<file path="src/rtl/traffic_controller.sv">
`default_nettype none
// ============================================================================
// Module   : traffic_controller
// Brief    : Multi-phase GREEN -> YELLOW -> ALL_RED signal controller with an
//            internal tick-driven countdown. Define PED_REQ_EN to enable the
//            pedestrian green-cut feature.
// Revision : 1.0
// ============================================================================
module traffic_controller #(
    parameter int NUM_PHASES    = 2,
    parameter int TIMER_W       = 7,
    parameter int GREEN_TIME    = 105,
    parameter int YELLOW_TIME   = 15,
    parameter int ALL_RED_TIME  = 2,
    parameter int PED_GREEN_CUT = 10
) (
    input  logic                          clk,
    input  logic                          rst_n,
    input  logic                          enable,
    input  logic                          tick,
    input  logic                          ped_req,
    output logic [NUM_PHASES-1:0]         green,
    output logic [NUM_PHASES-1:0]         yellow,
    output logic [NUM_PHASES-1:0]         red,
    output logic [$clog2(NUM_PHASES)-1:0] phase,
    output logic [TIMER_W-1:0]            remaining,
    output logic                          phase_start
);

    localparam int PHASE_W = $clog2(NUM_PHASES);

    localparam logic [PHASE_W-1:0] c_last_phase   = PHASE_W'(NUM_PHASES - 1);
    localparam logic [TIMER_W-1:0] c_green_time   = TIMER_W'(GREEN_TIME);
    localparam logic [TIMER_W-1:0] c_yellow_time  = TIMER_W'(YELLOW_TIME);
    localparam logic [TIMER_W-1:0] c_all_red_time = TIMER_W'(ALL_RED_TIME);
    localparam logic [TIMER_W-1:0] c_ped_cut      = TIMER_W'(PED_GREEN_CUT);
    localparam logic [TIMER_W-1:0] c_one          = TIMER_W'(1);

    typedef enum logic [1:0] {
        S_DISABLED = 2'd0,
        S_ALL_RED  = 2'd1,
        S_GREEN    = 2'd2,
        S_YELLOW   = 2'd3
    } state_t;

    state_t                 state_q, state_d;
    logic [PHASE_W-1:0]     phase_q, phase_d;
    logic [TIMER_W-1:0]     timer_q, timer_d;
    logic [TIMER_W-1:0]     w_timer_next;
    logic [NUM_PHASES-1:0]  green_q, green_d;
    logic [NUM_PHASES-1:0]  yellow_q, yellow_d;
    logic [NUM_PHASES-1:0]  red_q, red_d;
    logic                   phase_start_q, phase_start_d;

    always_comb begin
        state_d      = state_q;
        phase_d      = phase_q;
        w_timer_next = timer_q;
        if (!enable) begin
            state_d      = S_DISABLED;
            phase_d      = c_last_phase;
            w_timer_next = '0;
        end else if (state_q == S_DISABLED) begin
            state_d      = S_ALL_RED;
            w_timer_next = c_all_red_time;
        end else if (tick) begin
            if (timer_q > c_one) begin
                w_timer_next = timer_q - c_one;
            end else begin
                case (state_q)
                    S_ALL_RED: begin
                        state_d      = S_GREEN;
                        phase_d      = (phase_q == c_last_phase) ? '0 : phase_q + 1'b1;
                        w_timer_next = c_green_time;
                    end
                    S_GREEN: begin
                        state_d      = S_YELLOW;
                        w_timer_next = c_yellow_time;
                    end
                    S_YELLOW: begin
                        state_d      = S_ALL_RED;
                        w_timer_next = c_all_red_time;
                    end
                    default: begin
                        state_d      = S_DISABLED;
                        w_timer_next = '0;
                    end
                endcase
            end
        end
    end

`ifdef PED_REQ_EN
    logic ped_pend_q, ped_pend_d;
    logic w_ped_pend;

    assign w_ped_pend = ped_pend_q | ped_req;

    always_comb begin
        ped_pend_d = w_ped_pend;
        timer_d    = w_timer_next;
        if (!enable) begin
            ped_pend_d = 1'b0;
        end else begin
            if (state_q == S_GREEN && state_d == S_YELLOW) begin
                ped_pend_d = 1'b0;
            end
            // The cut overrides any decrement taken on the same clock.
            if (state_q == S_GREEN && w_ped_pend && timer_q > c_ped_cut) begin
                timer_d = c_ped_cut;
            end
        end
    end

    always_ff @(posedge clk or negedge rst_n) begin
        if (!rst_n) begin
            ped_pend_q <= 1'b0;
        end else begin
            ped_pend_q <= ped_pend_d;
        end
    end
`else
    logic w_unused_ped;
    assign w_unused_ped = ped_req ^ (|c_ped_cut);
    assign timer_d      = w_timer_next;
`endif

    // Lamps are decoded from next-state so the registered copies line up with state.
    always_comb begin
        green_d  = '0;
        yellow_d = '0;
        if (state_d == S_GREEN) begin
            green_d[phase_d] = 1'b1;
        end
        if (state_d == S_YELLOW) begin
            yellow_d[phase_d] = 1'b1;
        end
        red_d         = ~(green_d | yellow_d);
        phase_start_d = (state_d == S_GREEN) && (state_q != S_GREEN);
    end

    always_ff @(posedge clk or negedge rst_n) begin
        if (!rst_n) begin
            state_q       <= S_DISABLED;
            phase_q       <= c_last_phase;
            timer_q       <= '0;
            green_q       <= '0;
            yellow_q      <= '0;
            red_q         <= '1;
            phase_start_q <= 1'b0;
        end else begin
            state_q       <= state_d;
            phase_q       <= phase_d;
            timer_q       <= timer_d;
            green_q       <= green_d;
            yellow_q      <= yellow_d;
            red_q         <= red_d;
            phase_start_q <= phase_start_d;
        end
    end

    assign green       = green_q;
    assign yellow      = yellow_q;
    assign red         = red_q;
    assign phase       = phase_q;
    assign remaining   = timer_q;
    assign phase_start = phase_start_q;

endmodule
`default_nettype wire

</file>
<file path="config.mk">
export PLATFORM = sky130hd
export DESIGN_NAME = traffic_controller
export DESIGN_NICKNAME = d
export VERILOG_FILES = /design/src/rtl/traffic_controller.sv
export SDC_FILE = /design/constraint.sdc
export NUM_CORES = 1
export LEC_CHECK = 0
export CAP_MARGIN = 25
export CORE_MARGIN = 4
export CORE_UTILIZATION = 45
export DETAILED_ROUTE_END_ITERATION = 6
export GPL_TIMING_DRIVEN = 1
export PLACE_DENSITY = 0.81
export SYNTH_ARGS = -nofsm -noshare
export SYNTH_HDL_FRONTEND = slang
export SYNTH_SLANG_ARGS = --single-unit
</file>
<file path="constraint.sdc">
create_clock -name clk -period 1.82 [get_ports clk]
set_clock_uncertainty 0.15 [all_clocks]
set_input_delay 0.364 -clock clk [delete_from_list [all_inputs] [get_ports clk]]
set_output_delay 0.364 -clock clk [all_outputs]
set_load 0.01 [all_outputs]
</file>
Fig. 1: run 1, selected gate families
(8 px per um)
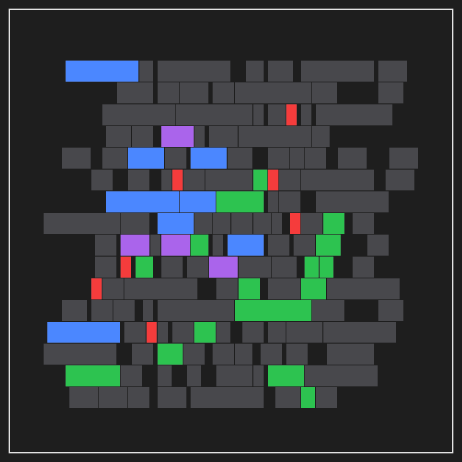
inverting AOI/OAI gates -> green  # cells 16, most used a21oi_1
multiplexers -> purple  # cells 4, most used mux2i_1
inverters -> red  # cells 7, most used inv_2
adder and majority cells -> blue  # cells 8, most used ha_1

Fig. 2: run 1, port wiring
(8 px per um)
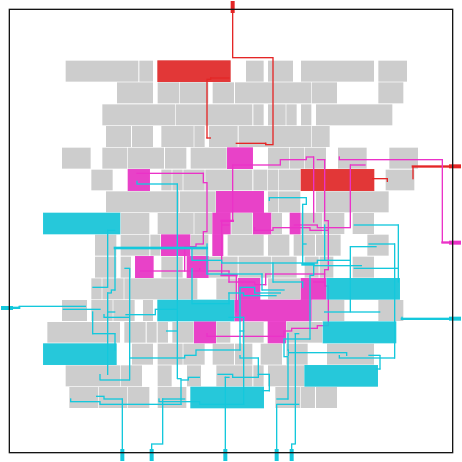
`tick` -> magenta  # bits 1, direction input, end cells 15, wire 185 um
`yellow` -> red  # bits 2, direction output, end cells 2, wire 45.2 um
`remaining` -> cyan  # bits 7, direction output, end cells 7, wire 453 um

Fig. 3: run 1, routing congestion
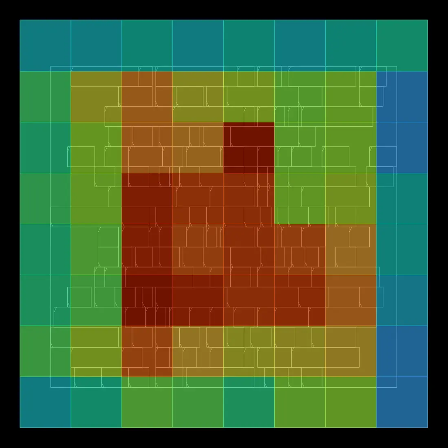
wire per inst: 18.4 um
met2 demand-to-capacity share in global routing: 30.4%
GR met1 Demand/Resource: 23.3%
utilization after layout: 74.5%

==> results.json, run 1 <==
{
  "pin_count_of_the_biggest_net_entering_global_routing": 18,
  "nNetsFinal": 156,
  "critical_path.endpoint": "phase_start",
  "top_level_ports": 20,
  "grt_first_pass_wirelength_um": 4510,
  "io_buffers": 18,
  "synth.net_count": 108,
  "dieArea_um2": 3050,
  "clock_path_buffers": 2,
  "detail_route.iter0.violations": 38,
  "placedInstanceArea_um2": 1400,
  "worstMarginPinSlew_ns": 0.338,
  "rsz0062_at_grt": "yes",
  "maxSlewViolCount": 0,
  "launch_point_of_the_worst_path": "remaining[0]",
  "maxClockFrequency_mhz": 540,
  "postCtsHoldBufs": 0,
  "vias_per_cell": 5.70,
  "post_synth.cell_area_avg_um2": 10.6,
  "post-route-cell-area_um2": 1520,
  "timing.final.hold_violations": 0,
  "r2r_cells": 5,
  "failing_checks": "setup timing",
  "largest_reg_flops": 7,
  "p_leak_uw": 0.000716,
  "postRouteWirelength_um": 3110,
  "worst_setup_path_start_kind": "flop",
  "crit_fanout": 6,
  "dr.pass1.iters": 4,
  "diodes": 0,
  "coreArea_um2": 2040,
  "synth.mux.area_fraction_pct": 4.11,
  "gr-usage-all-layers_pct": 18.5,
  "int_power_uw": 665,
  "tally_of_openroad_warnings": 35,
  "synthToLayoutAreaGrowth_pct": 51.4,
  "netlist_instances": 95,
  "clk_root_buffer_cell": "clkbuf_4",
  "synth.distinct_cells": 42,
  "power_frac_clock_pct": 21.6,
  "ff2ff_setup_slack_ns": -0.03,
  "overflow": 0,
  "layout_worst_path_cycle_share_pct": 102,
  "hpwlAfterDp_um": 1880,
  "synth_adder_area_share_pct": 9.96,
  "nFillCells": 133,
  "drv.max_cap_violation_count": 0,
  "logic_area_um2": 614,
  "synth_area_um2": 1000,
  "final_layout_size_suffix_gt1_share_pct": 43.0,
  "edf_count": 0,
  "final_critical_path_setup_slack_ns": -0.0325,
  "synthSimpleGateAreaFrac_pct": 21.3,
  "synthXorXnorAreaFrac_pct": 1.74,
  "tritoncts_num_sinks": 17,
  "initial_core_util_pct": 49.2,
  "synthesized_registers": 17,
  "run_status": "finished, violations left",
  "clock_insertion_delay_at_the_later_pin_of_the_skew_report_ns": 0.30,
  "synth_top_area_share_pct": 34.9,
  "finalCriticalPeriod_ns": 1.85,
  "seq_power_share_pct": 41.0,
  "yosys.stat.seqShare_pct": 42.7,
  "cts_htree_levels": 1,
  "yosys.area_share.aoi_pct": 15.6,
  "slew_headroom_pct": 77.4,
  "sw_frac_of_total_pct": 33.3,
  "cts_made_buffers": 3,
  "ys_dominant_reg_cell": "dfrtp_1",
  "worstSetupEndpointType": "flop",
  "fin_worst_hold_slack_ns": 0.221,
  "setup_tns_ns": -0.0445,
  "final-instance-count-excl-fill": 169,
  "route.vias.total": 964,
  "drcViolationCount": 0,
  "reg2reg_to": "phase_start",
  "report.final.setup_viol": 2,
  "grt_antenna_before_repair": 0,
  "arrival_ns": 1.92,
  "worst-endpoint-required_ns": 1.89,
  "ir_drop_mv": 0.480,
  "rows": 16,
  "cts_tree": "built",
  "dp_cell_count": 160,
  "worst_setup_hold_path_clk_slew_ns": 0.11,
  "floorplan.die.height_um": 55.3,
  "placer_congestion_estimate": 0.879,
  "synth.comb.largest_family": "simple AND/OR/NAND/NOR gates",
  "top_area_cell": "dfrtp_1",
  "reg2reg_from": "remaining[0]",
  "die_width_um": 55.3,
  "largest_cells_by_area_after_synthesis": "dfrtp_1 (35%), ha_1 (10%), dfstp_2 (7.8%)",
  "preCtsSetupSlack_ns": -0.245,
  "yosysWarningCount": 0,
  "grt_peak_use_layer": "met2",
  "synth-area-yosys_um2": 1000,
  "post_synthesis_cell_count_from_yosys": 95,
  "seqCellArea_um2": 432,
  "post-layout-total-power_uw": 998,
  "synth-async-reset-ratio_pct": 100,
  "p_per_area_nw_per_um2": 656,
  "globalRouteMet3Util_pct": 2.80,
  "net-switching-power_uw": 333,
  "antenna_violating_nets_post_route": 0,
  "vias_in_the_first_global_route": 946,
  "critPathKind": "reg -> reg",
  "hold_path_class": "in -> async",
  "power.share.combinational_pct": 37.5
}
[run 1: worst max-delay path, stage by stage, from the launching register on]
cell and delay (ns):
dfrtp_1 0.42, ha_4 0.17, o21bai_4 0.20, and3_4 0.20, a311oi_4 0.36, nor3b_2 0.27
[run 1: routing by layer]
metal	vias up	routed length [um]
li1	439	-
met1	471	1260
met2	42	1610
met3	12	160
met4	0	87
met5	-	0
[run 1: area by class of cell]
type                            count  area share, %
Tap cell                           27           2.22
Clock buffer                        3           1.48
Clock inverter                      1          0.329
Sequential cell                    17           28.4
Multi-Input combinational cell     68           40.4
Inverter                            7           1.73
Timing Repair Buffer               46           25.5
[run 1: placed cells by master (no fill, tap or decap), types with 2 or more instances in the layout]
master	instances
dfrtp_2	2
clkbuf_4	3
dlymetal6s2s_1	2
and3_1	3
nor2_1	2
nor2b_2	2
o21a_1	2
dfrtp_1	12
clkdlybuf4s50_1	9
dfstp_2	3
a21oi_1	3
nor3_1	3
nand2_1	9
inv_2	4
ha_1	5
o211ai_1	2
inv_1	3
ha_4	3
buf_4	28
dlygate4sd2_1	6
mux2i_1	3
nand4_1	3
[run 1: power groups by stage]
stage	logic, uW	registers, uW	clock network, uW
global placement	311	414	0
floorplan	176	428	0
global route	399	411	235
finish	374	409	215
detailed placement	320	415	0
CTS	327	408	216
[run 1: timing repair]
item | in CTS | in global routing
resized | 9 | 16
setup buffers | 3 | 2
gates cloned | 0 | 0
setup endpoints to repair | 10 | 14
pin swaps | 2 | 4
[run 1: cells in the mapped netlist (2+ instances only)]
cell type and instances:
o211ai_1 2, dfstp_2 3, nor3_1 3, o21a_1 2, and3_1 4, ha_1 8
or3_2 2, nor2_1 2, a21oi_1 4, mux2i_1 3, nand4_1 3, dfrtp_1 14
nand2_1 9, inv_1 7, nor2b_1 2
==> inputs of run 2 (changes only) <==
--- a/config.mk
+++ b/config.mk
@@ -10,6 +10,7 @@
 export CORE_UTILIZATION = 45
 export DETAILED_ROUTE_END_ITERATION = 6
 export GPL_TIMING_DRIVEN = 1
+export HOLD_SLACK_MARGIN = 0.08
 export PLACE_DENSITY = 0.81
 export SYNTH_ARGS = -nofsm -noshare
 export SYNTH_HDL_FRONTEND = slang
Fig. 4: run 2, routing congestion
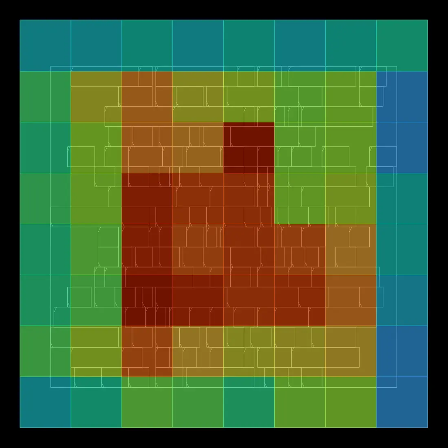
grt peak-use layer: met2
met3 Resource Use GR: 2.80%
GRT Total Usage: 18.5%

Fig. 5: run 2, port wiring
(8 px per um)
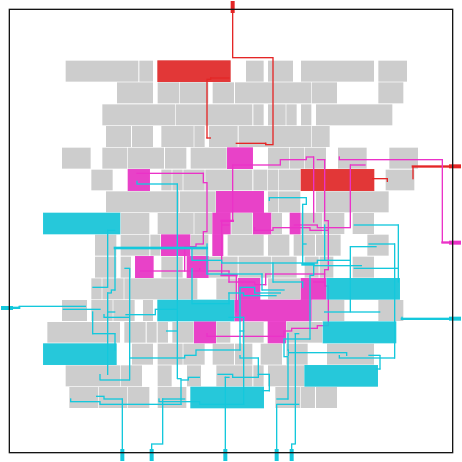
`remaining` -> cyan  # bits 7, direction output, end cells 7, wire 453 um
`yellow` -> red  # bits 2, direction output, end cells 2, wire 45.2 um
`tick` -> magenta  # bits 1, direction input, end cells 15, wire 185 um

==> results.json, run 2 <==
{
  "synth.distinct_cells": 42,
  "critPathSlowestCell": "dfrtp_1",
  "maxSlewViolCount": 0,
  "vias_in_the_first_global_route": 946,
  "ir_drop_mv": 0.480,
  "placer_congestion_estimate": 0.879,
  "cts_tree": "built",
  "tritoncts_num_sinks": 17,
  "postCtsHoldBufs": 0,
  "post_synth.cell_area_avg_um2": 10.6,
  "sw_frac_of_total_pct": 33.3,
  "layout_worst_path_cycle_share_pct": 102,
  "pin_count_of_the_biggest_net_entering_global_routing": 18,
  "report.final.setup_viol": 2,
  "drv.max_cap_violation_count": 0,
  "post_synthesis_cell_count_from_yosys": 95,
  "synthesized_registers": 17,
  "critical_path.top_delay_family": "AND-OR/OR-AND gates",
  "p_leak_uw": 0.000716,
  "timing.critical_path.cells": "ha_4 -> o21bai_4 -> and3_4 -> a311oi_4 -> nor3b_2",
  "yosys.stat.seqShare_pct": 42.7,
  "coreArea_um2": 2040,
  "edf_count": 0,
  "synth-area-yosys_um2": 1000,
  "arrival_ns": 1.92,
  "grt_antenna_before_repair": 0,
  "launch_point_of_the_worst_path": "remaining[0]",
  "slew_headroom_pct": 77.4,
  "die_width_um": 55.3,
  "seq_power_share_pct": 41.0,
  "grt_first_pass_wirelength_um": 4510,
  "clk_root_buffer_cell": "clkbuf_4",
  "worst_setup_path_start_kind": "flop",
  "grt_util_met2_pct": 30.4,
  "io_buffers": 18,
  "cts_made_buffers": 3,
  "netlist_instances": 95,
  "worst-endpoint-required_ns": 1.89,
  "overflow": 0,
  "worst_setup_hold_path_clk_slew_ns": 0.11,
  "synthMostInstantiatedCell": "dfrtp_1",
  "final_critical_path_setup_slack_ns": -0.0325,
  "synth_top_area_share_pct": 34.9,
  "antenna_violating_nets_post_route": 0,
  "rsz0062_at_grt": "yes",
  "vias_per_cell": 5.70,
  "dp_cell_count": 160,
  "largest_cells_by_area_after_synthesis": "dfrtp_1 (35%), ha_1 (10%), dfstp_2 (7.8%)",
  "synth_area_um2": 1000,
  "initial_core_util_pct": 49.2,
  "layout.cells.most_common_list": "buf_4 (28), dfrtp_1 (12), nand2_1 (9), clkdlybuf4s50_1 (9), dlygate4sd2_1 (6)",
  "routedLengthMet1_um": 1260,
  "synth-async-reset-ratio_pct": 100,
  "yosysWarningCount": 0,
  "detail_route.iter0.violations": 38,
  "gr-usage-met1_pct": 23.3,
  "top_level_ports": 20,
  "reg2reg_to": "phase_start",
  "timing.final.hold_violations": 0,
  "route.vias.total": 964,
  "nNetsFinal": 156,
  "top_area_cell": "dfrtp_1",
  "cts_htree_levels": 1,
  "dieArea_um2": 3050,
  "run_status": "finished, violations left",
  "maxClockFrequency_mhz": 540,
  "worstSetupEndpointType": "flop",
  "postRouteWirelength_um": 3110,
  "rows": 16,
  "clock_insertion_delay_at_the_later_pin_of_the_skew_report_ns": 0.30,
  "net-switching-power_uw": 333,
  "drcViolationCount": 0,
  "dr.pass1.iters": 4,
  "int_power_uw": 665,
  "synth.net_count": 108,
  "reg2reg_from": "remaining[0]",
  "tally_of_openroad_warnings": 35,
  "p_per_area_nw_per_um2": 656,
  "critPathKind": "reg -> reg",
  "worstMarginPinSlew_ns": 0.338,
  "worst_path_largest_cell_delay_ns": 0.42,
  "largest_reg_flops": 7,
  "final_layout_size_suffix_gt1_share_pct": 43.0,
  "diodes": 0,
  "clock_path_buffers": 2,
  "hpwlAfterDp_um": 1880,
  "finalCriticalPeriod_ns": 1.85,
  "failing_checks": "setup timing",
  "detailroute.wirelength.met2_um": 1610,
  "floorplan.die.height_um": 55.3,
  "fin_worst_hold_slack_ns": 0.221,
  "crit_fanout": 6,
  "layout_top_cell": "buf_4",
  "path_buffers": 0,
  "synthToLayoutAreaGrowth_pct": 51.4,
  "sum_of_met3_wire_segment_lengths_after_detailed_routing_um": 160,
  "power.share.combinational_pct": 37.5,
  "dr.max_layer_used": "met4",
  "hold_path_class": "in -> async",
  "r2r_cells": 5,
  "wl_per_cell_um": 18.4,
  "ff2ff_setup_slack_ns": -0.03,
  "synth.top_cells.by_count": "dfrtp_1 (14), nand2_1 (9), ha_1 (8)",
  "ys_dominant_reg_cell": "dfrtp_1",
  "final-instance-count-excl-fill": 169,
  "power_frac_clock_pct": 21.6
}
==> run 2: stage by stage <==
stage               total power (uW)  util (%)  area [um^2]  setup WS (ns)  setup TNS, ns
finish                           998      74.5         1520        -0.0325        -0.0445
global route                    1050      74.5         1520        -0.0721         -0.329
CTS                              952      71.1         1450        0.00140              0
detailed placement               735      68.6         1400         -0.245          -2.24
global placement                 725      68.6         1400         -0.229          -1.94
floorplan                        604         -         1030        -0.0638         -0.171
==> run 2: worst max-delay path by stage <==
stage / depth (start not counted) / slack [ns] / to
after global routing: 5 / -0.07 / phase_start
final: 5 / -0.03 / phase_start
after CTS: 4 / 0.001 / remaining[5]
after detailed placement: 5 / -0.25 / phase_start
after global placement: 5 / -0.23 / remaining[5]
after floorplan: 7 / -0.06 / remaining[4]
==> run 2: cell type report <==
cell class	count	area, um^2
clock buffers	3	22.5
repair buffers	46	388
inverters	7	26.3
multi-input cells	68	614
fillers	133	520
flip-flops and latches	17	432
well taps	27	33.8
clock inverters	1	5.00
==> run 2: power by group through the flow <==
stage / Combinational (uW) / Clock [uW] / Sequential (uW)
floorplan: 176 / 0 / 428
global placement: 311 / 0 / 414
detailed placement: 320 / 0 / 415
CTS: 327 / 216 / 408
global route: 399 / 235 / 411
finish: 374 / 215 / 409
==> run 2: logic make-up (layout without fill, tap and decap cells) <==
kind of cell	count (synthesis)	in the layout	share of synthesized area, %
AND/OR/NAND/NOR	35	35	21.3
AND-OR/OR-AND	19	19	15.6
XOR/XNOR	2	2	1.74
adder cells (fa/ha/maj)	8	8	9.96
flip-flops	17	17	42.7
buffers and inverters	10	57	4.61
multiplexers	4	4	4.11
==> run 2: what timing repair did <==
item / 4_1_cts / 5_1_grt
endpoints found under the setup margin: 10 / 14
buffers inserted: 3 / 2
pin swaps: 2 / 4
gates resized: 9 / 16
Power is estimated from default activity; no workload was simulated.
